`config.mk`:
```
export PLATFORM = sky130hd
export DESIGN_NAME = sobel_stream_engine
export DESIGN_NICKNAME = d
export VERILOG_FILES = /design/src/rtl/sobel_stream_engine.sv
export SDC_FILE = /design/constraint.sdc
export NUM_CORES = 2
export LEC_CHECK = 0
export CAP_MARGIN = 10
export CORE_ASPECT_RATIO = 0.6
export CORE_MARGIN = 8
export CORE_UTILIZATION = 25
export CTS_CLUSTER_DIAMETER = 100
export DETAILED_ROUTE_END_ITERATION = 10
export GPL_ROUTABILITY_DRIVEN = 0
export PLACE_DENSITY = 0.47
export SLEW_MARGIN = 30
export SYNTH_ARGS = -nofsm -noshare
export SYNTH_HDL_FRONTEND = slang
export SYNTH_SLANG_ARGS = --single-unit
```
`constraint.sdc`:
```
create_clock -name clk -period 5.45 [get_ports clk]
set_input_delay 0.545 -clock clk [delete_from_list [all_inputs] [get_ports clk]]
set_output_delay 0.545 -clock clk [all_outputs]
set_load 0.05 [all_outputs]
```
`src/rtl/sobel_stream_engine.sv`:
```
// Streaming 3x3 Sobel edge engine: raster pixels are written over a strobed bus,
// interior-pixel results are queued in a FIFO and read back over the same bus.
module sobel_stream_engine #(
  parameter int PIX_W      = 8,
  parameter int IMG_W      = 64,
  parameter int IMG_H      = 64,
  parameter int FIFO_DEPTH = 8
) (
  input  logic             clk,
  input  logic             reset,
  input  logic [PIX_W-1:0] bus_in,
  output logic [PIX_W-1:0] bus_out,
  input  logic             data_strobe,
  input  logic             bus_rw,
  input  logic             sof,
  input  logic             mode,
  input  logic [PIX_W-1:0] threshold,
  output logic             fifo_empty,
  output logic             fifo_full,
  output logic             overflow
);

  localparam int CW = $clog2(IMG_W);
  localparam int RW = $clog2(IMG_H);
  localparam int AW = $clog2(FIFO_DEPTH);
  localparam int GW = PIX_W + 3;
  localparam int MW = PIX_W + 4;
  localparam logic [CW-1:0] COL_LAST = CW'(IMG_W - 1);
  localparam logic [RW-1:0] ROW_LAST = RW'(IMG_H - 1);
  localparam logic [MW-1:0] SAT      = {4'b0000, {PIX_W{1'b1}}};
  localparam logic [AW:0]   CNT_FULL = (AW+1)'(FIFO_DEPTH);

  function automatic logic signed [GW-1:0] ext(input logic [PIX_W-1:0] p);
    return $signed({3'b000, p});
  endfunction

  logic             wr_arm_r, rd_arm_r, hi_seen_r;
  logic             wr_acc_s, rd_acc_s;
  logic [CW-1:0]    col_r, cur_col_s, col_nxt_s;
  logic [RW-1:0]    row_r, cur_row_s, row_nxt_s;
  logic             win_ok_s, win_vld_r;
  logic [PIX_W-1:0] lb1_r [IMG_W];
  logic [PIX_W-1:0] lb2_r [IMG_W];
  logic [PIX_W-1:0] win_r [3][3];
  logic signed [GW-1:0] gx_s, gy_s, gx_r, gy_r;
  logic             s1_vld_r;
  logic [GW-1:0]    ax_s, ay_s;
  logic [MW-1:0]    mag_s;
  logic [PIX_W-1:0] sat_s, res_s;
  logic [PIX_W-1:0] mem_r [FIFO_DEPTH];
  logic [AW-1:0]    wr_ptr_r, rd_ptr_r;
  logic [AW:0]      cnt_r, cnt_nxt_s;
  logic             pop_s, do_push_s, drop_s;

  // A held-low strobe is one transaction; after reset the strobe must be seen high first.
  assign wr_acc_s = !data_strobe && !bus_rw && wr_arm_r && hi_seen_r;
  assign rd_acc_s = !data_strobe &&  bus_rw && rd_arm_r && hi_seen_r;

  // Transaction arm flags.
  always_ff @(posedge clk or negedge reset) begin
    if (!reset) begin
      wr_arm_r  <= 1'b1;
      rd_arm_r  <= 1'b1;
      hi_seen_r <= 1'b0;
    end else if (data_strobe) begin
      wr_arm_r  <= 1'b1;
      rd_arm_r  <= 1'b1;
      hi_seen_r <= 1'b1;
    end else begin
      if (wr_acc_s) wr_arm_r <= 1'b0;
      if (rd_acc_s) rd_arm_r <= 1'b0;
    end
  end

  // Raster position of the incoming pixel and where the next one lands.
  always_comb begin
    cur_col_s = sof ? '0 : col_r;
    cur_row_s = sof ? '0 : row_r;
    win_ok_s  = (cur_row_s >= RW'(2)) && (cur_col_s >= CW'(2));
    row_nxt_s = cur_row_s;
    if (cur_col_s == COL_LAST) begin
      col_nxt_s = '0;
      row_nxt_s = (cur_row_s == ROW_LAST) ? '0 : cur_row_s + RW'(1);
    end else begin
      col_nxt_s = cur_col_s + CW'(1);
    end
  end

  // Line buffers hold the two previous rows; contents need no reset.
  always_ff @(posedge clk) begin
    if (wr_acc_s) begin
      lb2_r[cur_col_s] <= lb1_r[cur_col_s];
      lb1_r[cur_col_s] <= bus_in;
    end
  end

  // Counters and the 3x3 window, shifted left by one column per accepted pixel.
  always_ff @(posedge clk or negedge reset) begin
    if (!reset) begin
      col_r     <= '0;
      row_r     <= '0;
      win_vld_r <= 1'b0;
      for (int r = 0; r < 3; r++)
        for (int c = 0; c < 3; c++)
          win_r[r][c] <= '0;
    end else if (wr_acc_s) begin
      col_r     <= col_nxt_s;
      row_r     <= row_nxt_s;
      win_vld_r <= win_ok_s;
      for (int r = 0; r < 3; r++) begin
        win_r[r][0] <= win_r[r][1];
        win_r[r][1] <= win_r[r][2];
      end
      win_r[0][2] <= lb2_r[cur_col_s];
      win_r[1][2] <= lb1_r[cur_col_s];
      win_r[2][2] <= bus_in;
    end else begin
      win_vld_r <= 1'b0;
    end
  end

  assign gx_s = (ext(win_r[0][2]) + (ext(win_r[1][2]) <<< 1) + ext(win_r[2][2]))
              - (ext(win_r[0][0]) + (ext(win_r[1][0]) <<< 1) + ext(win_r[2][0]));
  assign gy_s = (ext(win_r[2][0]) + (ext(win_r[2][1]) <<< 1) + ext(win_r[2][2]))
              - (ext(win_r[0][0]) + (ext(win_r[0][1]) <<< 1) + ext(win_r[0][2]));

  // Stage 1: gradient registers.
  always_ff @(posedge clk or negedge reset) begin
    if (!reset) begin
      gx_r     <= '0;
      gy_r     <= '0;
      s1_vld_r <= 1'b0;
    end else begin
      gx_r     <= gx_s;
      gy_r     <= gy_s;
      s1_vld_r <= win_vld_r;
    end
  end

  // Stage 2: magnitude, saturation and optional threshold, pushed straight into the FIFO.
  always_comb begin
    ax_s  = gx_r[GW-1] ? GW'(-gx_r) : GW'(gx_r);
    ay_s  = gy_r[GW-1] ? GW'(-gy_r) : GW'(gy_r);
    mag_s = {1'b0, ax_s} + {1'b0, ay_s};
    sat_s = (mag_s > SAT) ? {PIX_W{1'b1}} : mag_s[PIX_W-1:0];
    if (mode) begin
      res_s = (mag_s >= {4'b0000, threshold}) ? {PIX_W{1'b1}} : {PIX_W{1'b0}};
    end else begin
      res_s = sat_s;
    end
  end

  assign pop_s     = rd_acc_s && !fifo_empty;
  assign do_push_s = s1_vld_r && (!fifo_full || pop_s);
  assign drop_s    = s1_vld_r && fifo_full && !pop_s;

  // FIFO occupancy after this edge.
  always_comb begin
    cnt_nxt_s = cnt_r;
    case ({do_push_s, pop_s})
      2'b10:   cnt_nxt_s = cnt_r + (AW+1)'(1);
      2'b01:   cnt_nxt_s = cnt_r - (AW+1)'(1);
      default: cnt_nxt_s = cnt_r;
    endcase
  end

  // FIFO storage; a push and pop in the same edge may target the same slot when full.
  always_ff @(posedge clk) begin
    if (do_push_s) mem_r[wr_ptr_r] <= res_s;
  end

  // FIFO control, flags and registered read data.
  always_ff @(posedge clk or negedge reset) begin
    if (!reset) begin
      wr_ptr_r   <= '0;
      rd_ptr_r   <= '0;
      cnt_r      <= '0;
      fifo_empty <= 1'b1;
      fifo_full  <= 1'b0;
      overflow   <= 1'b0;
      bus_out    <= {PIX_W{1'b1}};
    end else begin
      if (do_push_s) wr_ptr_r <= wr_ptr_r + AW'(1);
      if (pop_s) begin
        rd_ptr_r <= rd_ptr_r + AW'(1);
        bus_out  <= mem_r[rd_ptr_r];
      end
      if (drop_s) overflow <= 1'b1;
      cnt_r      <= cnt_nxt_s;
      fifo_empty <= (cnt_nxt_s == '0);
      fifo_full  <= (cnt_nxt_s == CNT_FULL);
    end
  end

endmodule

```
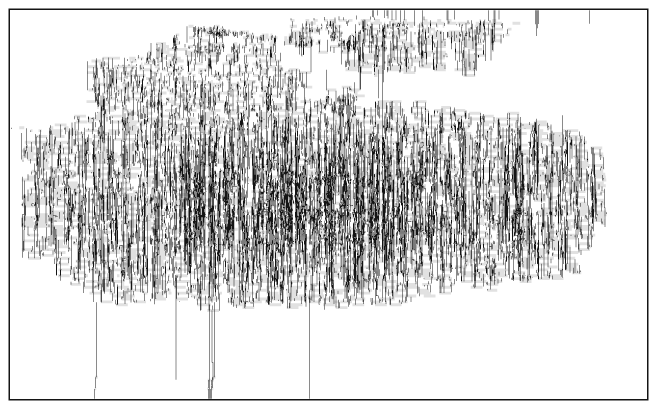
**Above:** signal wires on met2.
Cells faint in the background.
The layer holds 36% of the routed length. The wires run mostly vertical.
final WL: 182.8 mm
routing usage on met2: 20.22%
via count: 31490

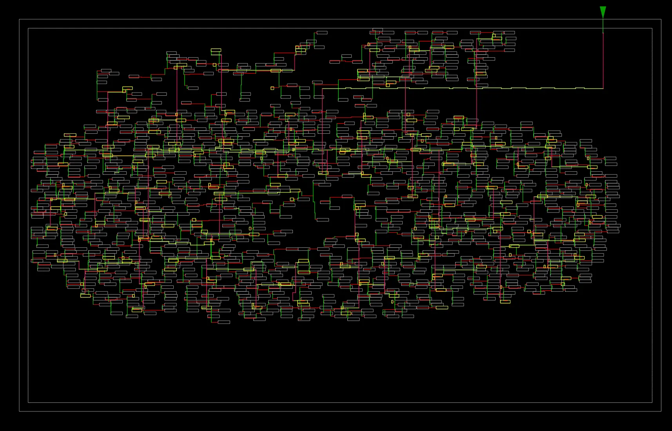
**Above:** the clock network.
clk latency late pin: 0.74 ns
total CTS buffers: 113
CLK BUF: 139
CTS sink cnt: 1220
skew final: 0.05958 ns

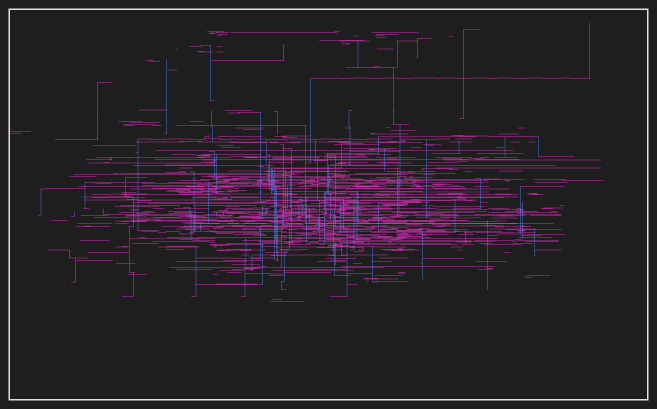
**Above:** routed metal, one colour a layer.
Only two layers are drawn.
Key: blue = metal 4 [wire length 3640 um]; magenta = metal 3 [wire length 25.7 mm]

==> metrics.csv <==
metric,value,unit
crit_path_frequent_cell,buf_4,
core,202100,um^2
flop_cell,edfxtp_1,
drt-initial-drc-count,4684,
top_layer,met5,
reg2reg_depth,8,
area_leaders,"edfxtp_1 64%, dfrtp_1 6.0%, mux2i_1 4.3%, fa_1 2.5%, mux4_2 2.4%",
timing.rr.start,col_r[2],
combPwrFrac,38.2,%
mostFrequentLayoutCell,edfxtp_1,
status,completed,
p_clk_share,25.6,%
wl_met2,66.60,mm
synth-async-reset-ratio,10.82,%
crit_cells,8,
mux_share,7.670,%
slew_headroom,19.51,%
grt_pass1_wl,251.1,mm
cp_slowest_cell,dfrtp_4,
grt_most_used_layer,met1,
slew_violations,0,
largestRegisters,"lb1_r: 512 flops, lb2_r: 512 flops, win_r: 72 flops",
dp_slack,1.011,ns
final_nets,3577,
io_pins,33,
dr.pass1.iters,6,
grtUsageMet3,7.617,%
max_stage_delay,0.89,ns
ys_cells,3240,
[what timing repair did]
action	4_1_cts	5_1_grt
hold buffers	1	0
endpoints found under the hold margin	62	0
gates resized	0	0
[Yosys cell counts (all sizes together), types with 64 or more instances]
master  count
clkbuf     83
dfrtp     121
mux2i     218
buf       100
o21ai     105
nand2     269
nor2      167
a22oi      67
edfxtp   1088
fa         64
a21oi     128
o22ai      92
inv       112
[area by class of cell]
| type | instances | area, um^2 |
|---|---|---|
| inverters | 113 | 424.2 |
| flip-flops and latches | 1220 | 36000 |
| multi-input cells | 1724 | 13600 |
| fillers | 20220 | 142500 |
| clock inverters | 76 | 940.9 |
| repair buffers | 265 | 2226 |
| clock buffers | 139 | 3027 |
| well taps | 2730 | 3416 |
| diodes | 9 | 22.52 |
